File: config.mk
export PLATFORM = sky130hd
export DESIGN_NAME = aes_subbytes_seq_flat
export DESIGN_NICKNAME = d
export VERILOG_FILES = /design/src/rtl/aes_subbytes_seq_if.sv /design/src/rtl/aes_subbytes_seq.sv /design/src/flat_wrapper.sv
export SDC_FILE = /design/constraint.sdc
export NUM_CORES = 1
export LEC_CHECK = 0
export CAP_MARGIN = 20
export CELL_PAD_IN_SITES_DETAIL_PLACEMENT = 0
export CELL_PAD_IN_SITES_GLOBAL_PLACEMENT = 1
export CORE_UTILIZATION = 36
export CTS_BUF_LIST = sky130_fd_sc_hd__clkbuf_8
export CTS_CLUSTER_SIZE = 8
export DETAILED_ROUTE_END_ITERATION = 16
export GPL_ROUTABILITY_DRIVEN = 0
export PLACE_DENSITY = 0.85
export SETUP_SLACK_MARGIN = 0.3
export SLEW_MARGIN = 20
export SYNTH_ARGS = -nofsm -noshare
export SYNTH_HDL_FRONTEND = slang
export SYNTH_SLANG_ARGS = --single-unit
export TNS_END_PERCENT = 50
File: constraint.sdc
create_clock -name clk -period 2.3 [get_ports clk]
set_clock_uncertainty 0.2 [all_clocks]
set_input_delay 0.69 -clock clk [delete_from_list [all_inputs] [get_ports clk]]
set_output_delay 0.69 -clock clk [all_outputs]
set_load 0.01 [all_outputs]
File: src/rtl/aes_subbytes_seq_if.sv
// Round-controller side of the masked SubBytes sequencer: state in, result out,
// both on valid/ready, plus mode and per-cycle randomness.
interface aes_subbytes_seq_if #(
    parameter int NBYTES = 16
);
    logic                  in_valid;
    logic                  in_ready;
    logic [8*NBYTES-1:0]   state_in;
    logic                  ed_in;
    logic [35:0]           rnd_in;
    logic                  out_valid;
    logic                  out_ready;
    logic [8*NBYTES-1:0]   state_out;

    modport master (
        output in_valid, state_in, ed_in, rnd_in, out_ready,
        input  in_ready, out_valid, state_out
    );

    modport slave (
        input  in_valid, state_in, ed_in, rnd_in, out_ready,
        output in_ready, out_valid, state_out
    );
endinterface

File: src/rtl/aes_subbytes_seq.sv
// Feeds one masked byte per cycle into a pipelined two-share AES S-box and
// recombines the returned shares into the SubBytes / InvSubBytes state.
module aes_subbytes_seq #(
    parameter int NBYTES   = 16,
    parameter int SBOX_LAT = 2
) (
    input  logic              clk,
    input  logic              rst_n,
    aes_subbytes_seq_if.slave bus,
    output logic [7:0]        sbox_a,
    output logic [7:0]        sbox_b,
    output logic              sbox_ed,
    output logic [27:0]       sbox_random,
    input  logic [7:0]        sbox_s0,
    input  logic [7:0]        sbox_s1
);
    // state | meaning
    // IDLE  | ready for a new state; latches state and mode on in_valid
    // ISSUE | drives byte idx_q, masked, into the S-box (NBYTES cycles)
    // DRAIN | waits SBOX_LAT cycles for in-flight bytes to come back
    // DONE  | result valid; holds until out_ready
    typedef enum logic [1:0] {
        IDLE  = 2'd0,
        ISSUE = 2'd1,
        DRAIN = 2'd2,
        DONE  = 2'd3
    } state_t;

    localparam int SW = 8 * NBYTES;
    localparam int IW = $clog2(NBYTES);
    localparam int DW = (SBOX_LAT > 1) ? $clog2(SBOX_LAT) : 1;
    localparam logic [IW-1:0] LAST_IDX = IW'(NBYTES - 1);

    state_t                        state_q, state_d;
    logic [SW-1:0]                 buf_q;
    logic                          ed_q;
    logic [IW-1:0]                 idx_q;
    logic [DW-1:0]                 drain_q;
    logic [SBOX_LAT-1:0]           pipe_v;
    logic [SBOX_LAT-1:0][IW-1:0]   pipe_idx;
    logic [SW-1:0]                 out_q;

    logic       accept;
    logic       issue;
    logic       drain_ld;
    logic       in_ready_c;
    logic       out_valid_c;
    logic [7:0] cur_byte;
    logic [7:0] mask;

    always_ff @(posedge clk or negedge rst_n) begin
        if (!rst_n) begin
            state_q <= IDLE;
        end else begin
            state_q <= state_d;
        end
    end

    always_comb begin
        state_d     = state_q;
        accept      = 1'b0;
        issue       = 1'b0;
        drain_ld    = 1'b0;
        in_ready_c  = 1'b0;
        out_valid_c = 1'b0;
        case (state_q)
            IDLE: begin
                in_ready_c = 1'b1;
                if (bus.in_valid) begin
                    accept  = 1'b1;
                    state_d = ISSUE;
                end
            end
            ISSUE: begin
                issue = 1'b1;
                if (idx_q == LAST_IDX) begin
                    drain_ld = 1'b1;
                    state_d  = DRAIN;
                end
            end
            DRAIN: begin
                if (drain_q == '0) begin
                    state_d = DONE;
                end
            end
            DONE: begin
                out_valid_c = 1'b1;
                if (bus.out_ready) begin
                    state_d = IDLE;
                end
            end
            default: state_d = IDLE;
        endcase
    end

    // Mode is latched only at acceptance: the S-box output affine stage reads
    // sbox_ed combinationally, so it must stay put while bytes are in flight.
    always_ff @(posedge clk or negedge rst_n) begin
        if (!rst_n) begin
            buf_q    <= '0;
            ed_q     <= 1'b1;
            idx_q    <= '0;
            drain_q  <= '0;
            pipe_v   <= '0;
            pipe_idx <= '0;
            out_q    <= '0;
        end else begin
            if (accept) begin
                buf_q <= bus.state_in;
                ed_q  <= bus.ed_in;
                idx_q <= '0;
            end else if (issue) begin
                idx_q <= idx_q + IW'(1);
            end

            if (drain_ld) begin
                drain_q <= DW'(SBOX_LAT - 1);
            end else if (state_q == DRAIN && drain_q != '0) begin
                drain_q <= drain_q - DW'(1);
            end

            pipe_v[0]   <= issue;
            pipe_idx[0] <= idx_q;
            for (int k = 1; k < SBOX_LAT; k++) begin
                pipe_v[k]   <= pipe_v[k-1];
                pipe_idx[k] <= pipe_idx[k-1];
            end

            if (pipe_v[SBOX_LAT-1]) begin
                out_q[{pipe_idx[SBOX_LAT-1], 3'b000} +: 8] <= sbox_s0 ^ sbox_s1;
            end
        end
    end

    assign cur_byte = buf_q[{idx_q, 3'b000} +: 8];
    assign mask     = bus.rnd_in[7:0];

    // Share 1 is the bare mask, so the raw byte only leaves the block masked.
    assign sbox_a      = issue ? (cur_byte ^ mask) : 8'h00;
    assign sbox_b      = issue ? mask : 8'h00;
    assign sbox_ed     = ed_q;
    assign sbox_random = bus.rnd_in[35:8];

    assign bus.in_ready  = in_ready_c;
    assign bus.out_valid = out_valid_c;
    assign bus.state_out = out_q;
endmodule
File: src/flat_wrapper.sv
// flat-port wrapper written by rule: the top's interface ports become plain ports
module aes_subbytes_seq_flat 
#(
    parameter int NBYTES   = 16,
    parameter int SBOX_LAT = 2
)
  (clk, rst_n, sbox_a, sbox_b, sbox_ed, sbox_random, sbox_s0, sbox_s1, bus_in_valid, bus_state_in, bus_ed_in, bus_rnd_in, bus_out_ready, bus_in_ready, bus_out_valid, bus_state_out);
  aes_subbytes_seq_if #(.NBYTES(NBYTES)) bus_i ();
  input  logic clk;
  input  logic rst_n;
  output logic [7:0] sbox_a;
  output logic [7:0] sbox_b;
  output logic sbox_ed;
  output logic [27:0] sbox_random;
  input  logic [7:0] sbox_s0;
  input  logic [7:0] sbox_s1;
  input wire logic [$bits(bus_i.in_valid)-1:0] bus_in_valid;
  input wire logic [$bits(bus_i.state_in)-1:0] bus_state_in;
  input wire logic [$bits(bus_i.ed_in)-1:0] bus_ed_in;
  input wire logic [$bits(bus_i.rnd_in)-1:0] bus_rnd_in;
  input wire logic [$bits(bus_i.out_ready)-1:0] bus_out_ready;
  output wire logic [$bits(bus_i.in_ready)-1:0] bus_in_ready;
  output wire logic [$bits(bus_i.out_valid)-1:0] bus_out_valid;
  output wire logic [$bits(bus_i.state_out)-1:0] bus_state_out;
  assign bus_i.in_valid = bus_in_valid;
  assign bus_i.state_in = bus_state_in;
  assign bus_i.ed_in = bus_ed_in;
  assign bus_i.rnd_in = bus_rnd_in;
  assign bus_i.out_ready = bus_out_ready;
  assign bus_in_ready = bus_i.in_ready;
  assign bus_out_valid = bus_i.out_valid;
  assign bus_state_out = bus_i.state_out;
  aes_subbytes_seq #(.NBYTES(NBYTES), .SBOX_LAT(SBOX_LAT)) u_core (.clk(clk), .rst_n(rst_n), .bus(bus_i), .sbox_a(sbox_a), .sbox_b(sbox_b), .sbox_ed(sbox_ed), .sbox_random(sbox_random), .sbox_s0(sbox_s0), .sbox_s1(sbox_s1));
endmodule
==> reports/qor.tcl, run 1 <==
set qor(regToRegStartpoint) {u_core.idx_q[1]}
set qor(finalHoldWorstSlack_ps) 150.5
set qor(drv_slew) 0
set qor(drv.max_cap_violation_count) 0
set qor(top_cells_by_count) {273 x dfrtp_1, 250 x mux2_2, 31 x mux4_2}
set qor(report.power.total_uw) 25640
set qor(tns_ps) -10640
set qor(layout_top_cell_excl_fill_tap) {dfrtp_1}
set qor(async_flop_share_pct) 100.0
set qor(preCtsSetupSlack_ps) -926.9
set qor(top_area_cell_class) {registers}
set qor(log.warning_count) 34
set qor(global_route_congestion_overflow_total) 0
set qor(worstHoldStart) {u_core.pipe_v[0]}
set qor(highest_signal_layer) {met5}
set qor(synth-edff-count) 0
set qor(postSynthSeqShare_pct) 57.11
set qor(ff2ff_path_depth) 10
set qor(maxSlewHeadroom_pct) 38.98
set qor(timing.setup.critical_path_class) {register to output port}
set qor(leakage_uw) 0.008717
set qor(synthDominantCellAreaShare_pct) 56.89
set qor(post_cts_hold_buffer_count) 1
set qor(die_w_microns) 184.6
set qor(largest_net_degree_at_the_start_of_global_routing) 68
set qor(p_seq_share_pct) 33.6
set qor(use_met2_pct) 33.75
set qor(fmax_mhz) 291.1
set qor(ys.flop_type) {dfrtp_1}
set qor(critical_path.reg2reg.endpoint) {u_core.state_q[1]}
set qor(clock_tree.root_cell) {clkbuf_8}
set qor(failed_checks) {setup timing}
set qor(design_area_sq_um) 18770
set qor(number_of_global_route_vias_before_repair) 8909
set qor(post_layout_nonfiller_instances) 1720
set qor(adder_share_pct) 0.8336
set qor(postLayoutSetupSlackWorst_ps) -1135
set qor(run_status) {complete, but fails checks}
set qor(rsz0062_at_grt) {yes}
set qor(clock_sinks) 274
set qor(floorplan.rows) 66
set qor(critical_path_cell_count) 7
set qor(timing.final.setup_violations) 18
set qor(portBuffers) 303
set qor(clk_pin_slew_worst_paths_ps) 60
set qor(grt_antenna_before_repair) 3
set qor(fp_util_pct) 36.72
set qor(layout-drive-gt1-share_pct) 58.86
set qor(fp.coreArea_sq_um) 32700
set qor(timing.critical_path.from_type) {register}
set qor(drt_first_pass_iters) 4
set qor(seqCellArea_sq_um) 6860
set qor(met3WireLength_mm) 2.778
set qor(tightest_slew_ps) 912.2
set qor(ir_drop_worst_vdd_uv) 652.0
set qor(post-synth-top-count-cell) {dfrtp_1}
set qor(fin_crit_ps) 3435
set qor(routedWlPerCell_microns) 21.74
set qor(critPathBufInv) 3
set qor(finalNetCount) 1433
set qor(mi_logic_area_sq_um) 5974
set qor(final_min_period_over_clock_period_pct) 149.3
set qor(grt_pass1_wl_mm) 52.14
set qor(layout.core_utilization_pct) 57.38
set qor(yosys_warnings) 0
set qor(synth_instances) 794
set qor(floorplan.nets) 987
set qor(cellPowerDensity_nw_per_um2) 1367
set qor(area_growth_pct) 56.28
set qor(layout_top_cells_excl_fill_tap) {271 x dfrtp_1, 224 x mux2_4, 155 x clkdlybuf4s50_1, 103 x buf_2}
set qor(topCombFamilyByArea) {multiplexers}
set qor(synth-xor-area-share_pct) 1.521
set qor(drt-vias-per-instance) 4.947
set qor(synth.area.mux_share_pct) 29.56
set qor(critPathCapture) {sbox_a[5]}
set qor(buffers) 458
set qor(initial_drc_count) 413
set qor(synth.cell_area_sq_um) 12010
set qor(area_leaders) {dfrtp_1 57%, mux2_2 23%, mux4_2 5.8%}
set qor(terminating_pin_of_the_worst_hold_path) {u_core.pipe_v[1]}
set qor(cts.repair.resized) 760
set qor(yosysCellCount) 794
set qor(placed_cells) 1554
set qor(ys_sh_aoi_pct) 3.053
set qor(drc_errors_left) 0
### Floorplan with the power grid, run 1

Pins as bars on the die edge. Tap cells in grey.
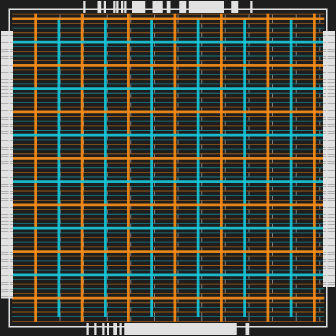
| colour | net |
|---|---|
| orange | VSS |
| cyan | VDD |
tap cells: 442
met4 straps: 13

### Cell classes on the final placement, run 1

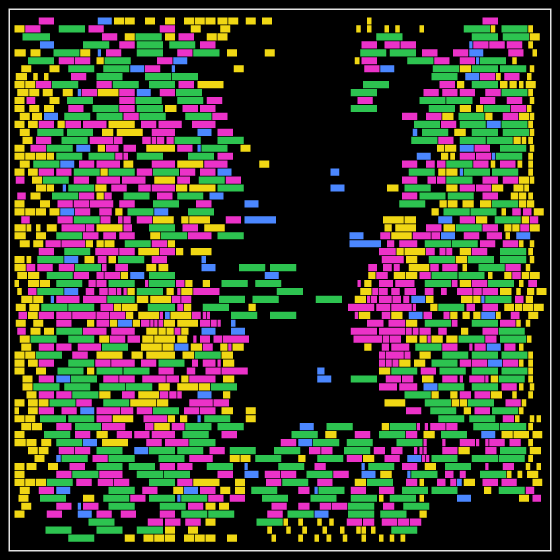
| colour | class | cells | share of their area |
|---|---|---|---|
| magenta | all other logic | 459 | 33% |
| green | flops | 274 | 38% |
| blue | clock drivers and dummy loads | 85 | 5.3% |
| yellow | other buffers and delay cells | 458 | 24% |

### Clock network drawn from the DEF, run 1

Scale bar: 50 microns.
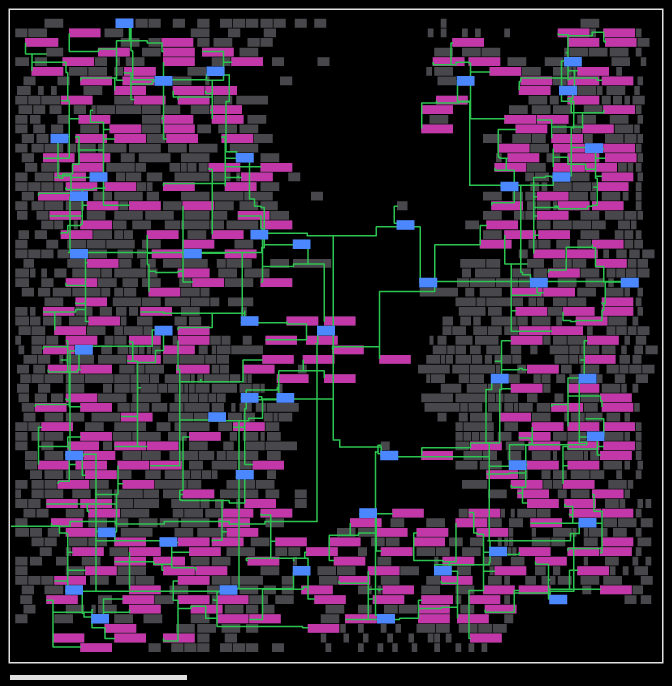
[blue] cells driving clock nets | count: 47
[magenta] flip-flops | count: 274
[green] clock wires | length: 3880 microns
flops lie: spread over the die
routed clock nets: 48
fraction of power consumed by the clock network: 17.5%
power attributed to the clock group: 4480 uW
clock latency reported for the late side of the worst-skew pair: 560 ps

### Signal wires by layer, run 1

Scale bar: 50 microns.
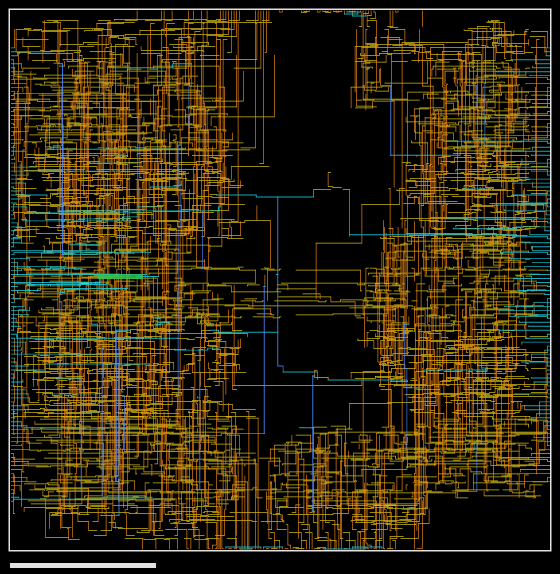

==> run 2, diff against run 1 <==
--- a/config.mk
+++ b/config.mk
@@ -19,4 +19,3 @@
 export SYNTH_ARGS = -nofsm -noshare
 export SYNTH_HDL_FRONTEND = slang
 export SYNTH_SLANG_ARGS = --single-unit
-export TNS_END_PERCENT = 50
### Signal wires by layer, run 2

Scale bar: 50 microns.
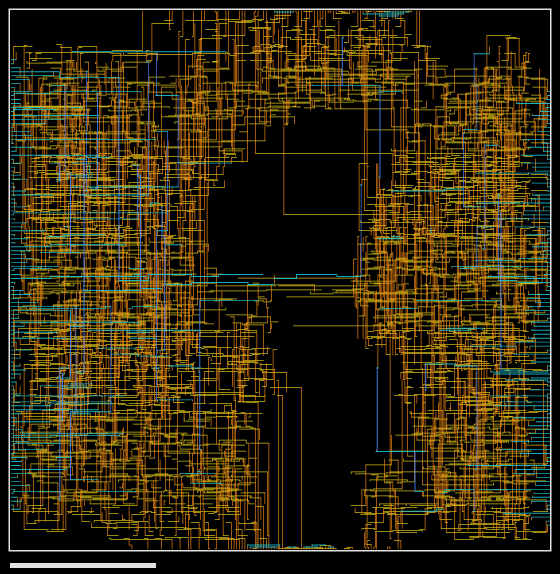
| colour | layer | wire length |
|---|---|---|
| cyan | met3 | 2990 microns |
| orange | met2 | 19700 microns |
| yellow | met1 | 16200 microns |
| blue | met4 | 1150 microns |
via count of the routed design: 9081
overall track demand over capacity in global routing: 21.26%
drt total wl: 40.00 mm
post-detailed-route wirelength per cell: 22.32 microns

==> reports/qor.tcl, run 2 <==
set qor(tns_ps) -11430 ;# -787.7 ps
set qor(timing_hold_violations_final) 0
set qor(adder_share_pct) 0.8336 ;# unchanged
set qor(mi_logic_area_sq_um) 6005 ;# +0.50%
set qor(synth_instances) 794 ;# unchanged
set qor(critical_path.reg2reg.endpoint) {u_core.bus.state_out[63]}
set qor(post_cts_hold_buffer_count) 1 ;# unchanged
set qor(number_of_global_route_vias_before_repair) 9217 ;# +3.5%
set qor(clock_tree.root_cell) {clkbuf_8}
set qor(comb_area_share_pct) 30.99
set qor(floorplan.nets) 987 ;# unchanged
set qor(clk_pin_slew_worst_paths_ps) 60 ;# about the same
set qor(final_min_period_over_clock_period_pct) 150.9 ;# +1.5 points
set qor(grt_pass1_wl_mm) 54.63 ;# +4.8%
set qor(met3WireLength_mm) 2.988 ;# +7.6%
set qor(ys.flop_type) {dfrtp_1}
set qor(die_w_microns) 184.6 ;# unchanged
set qor(synth-xor-area-share_pct) 1.521 ;# unchanged
set qor(worst_path_dominant_cell_family) {buffers and inverters}
set qor(synth.area.mux_share_pct) 29.56 ;# unchanged
set qor(use_met2_pct) 35.89 ;# +2.1 points
set qor(run_status) {complete, but fails checks}
set qor(highest_signal_layer) {met4}
set qor(terminating_pin_of_the_worst_hold_path) {u_core.pipe_idx[5]}
set qor(tightest_slew_ps) 823.6 ;# -88.61 ps
set qor(hold_wc_path_type) {register to register}
set qor(drv.max_cap_violation_count) 0 ;# unchanged
set qor(drt-vias-per-instance) 5.068 ;# +2.4%
set qor(seqCellArea_sq_um) 6863 ;# about the same
set qor(post_layout_nonfiller_instances) 1792 ;# +4.2%
set qor(fp.coreArea_sq_um) 32700 ;# unchanged
set qor(postLayoutSetupSlackWorst_ps) -1170 ;# -35.62 ps
set qor(topCombFamilyByArea) {multiplexers}
set qor(yosys_warnings) 0 ;# unchanged
set qor(fmax_mhz) 288.2 ;# -1.0%
set qor(failed_checks) {setup timing}
set qor(worst_skew_pair.late_latency_ps) 580 ;# +20 ps
set qor(layout-drive-gt1-share_pct) 60.79 ;# +1.9 points
set qor(buffers) 535 ;# +17%
set qor(floorplan.rows) 66 ;# unchanged
set qor(global_route_congestion_overflow_total) 0 ;# unchanged
set qor(timing.setup.critical_path_class) {register to output port}
set qor(timing.final.setup_violations) 18 ;# unchanged
set qor(report.power.total_uw) 26530 ;# +3.4%
set qor(clock_sinks) 274 ;# unchanged
set qor(area_growth_pct) 61.36
set qor(largest_net_degree_at_the_start_of_global_routing) 51 ;# -25%
set qor(portBuffers) 303 ;# unchanged
set qor(worstHoldStart) {u_core.pipe_idx[1]}
set qor(drv_slew) 0 ;# unchanged
set qor(powerClk_uw) 4160 ;# -7.1%
set qor(critPathBufInv) 4 ;# +1
set qor(timing.critical_path.from_type) {register}
set qor(ys_sh_aoi_pct) 3.053 ;# unchanged
set qor(placed_cells) 1554 ;# unchanged
set qor(critPathCapture) {sbox_a[2]}
set qor(regToRegStartpoint) {u_core.pipe_idx[5]}
set qor(preCtsSetupSlack_ps) -1062 ;# -134.6 ps
set qor(finalNetCount) 1510 ;# +5.4%
set qor(p_seq_share_pct) 32.7 ;# -0.9 points
set qor(ir_drop_worst_vdd_uv) 780.7 ;# +20%
set qor(log.warning_count) 34 ;# unchanged
set qor(maxSlewHeadroom_pct) 44.91 ;# +5.9 points
set qor(postSynthSeqShare_pct) 57.11 ;# unchanged
set qor(synthDominantCellAreaShare_pct) 56.89 ;# unchanged
set qor(leakage_uw) 0.009150 ;# +5.0%
set qor(synth.cell_area_sq_um) 12010 ;# unchanged
set qor(async_flop_share_pct) 100.0 ;# unchanged
set qor(fin_crit_ps) 3470 ;# +35.62 ps
set qor(yosysCellCount) 794 ;# unchanged
set qor(grt_antenna_before_repair) 0 ;# -3
set qor(layout_top_cell_excl_fill_tap) {dfrtp_1}
set qor(drc_errors_left) 0 ;# unchanged
set qor(synth-edff-count) 0 ;# unchanged
set qor(cellPowerDensity_nw_per_um2) 1369 ;# +0.18%
set qor(design_area_sq_um) 19380 ;# +3.3%
set qor(post-synth-top-count-cell) {dfrtp_1}
set qor(cts.repair.resized) 791 ;# +4.1%
set qor(top_cells_by_count) {273 x dfrtp_1, 250 x mux2_2, 31 x mux4_2}
set qor(area_leaders) {dfrtp_1 57%, mux2_2 23%, mux4_2 5.8%}
set qor(critical_path_cell_count) 8 ;# +1
set qor(ff2ff_path_depth) 7 ;# -3
set qor(clock_power_share_pct) 15.7 ;# -1.8 points
set qor(finalHoldWorstSlack_ps) 128.7 ;# -21.81 ps
Power figures rest on the tool's default switching activity, not on a simulated workload.
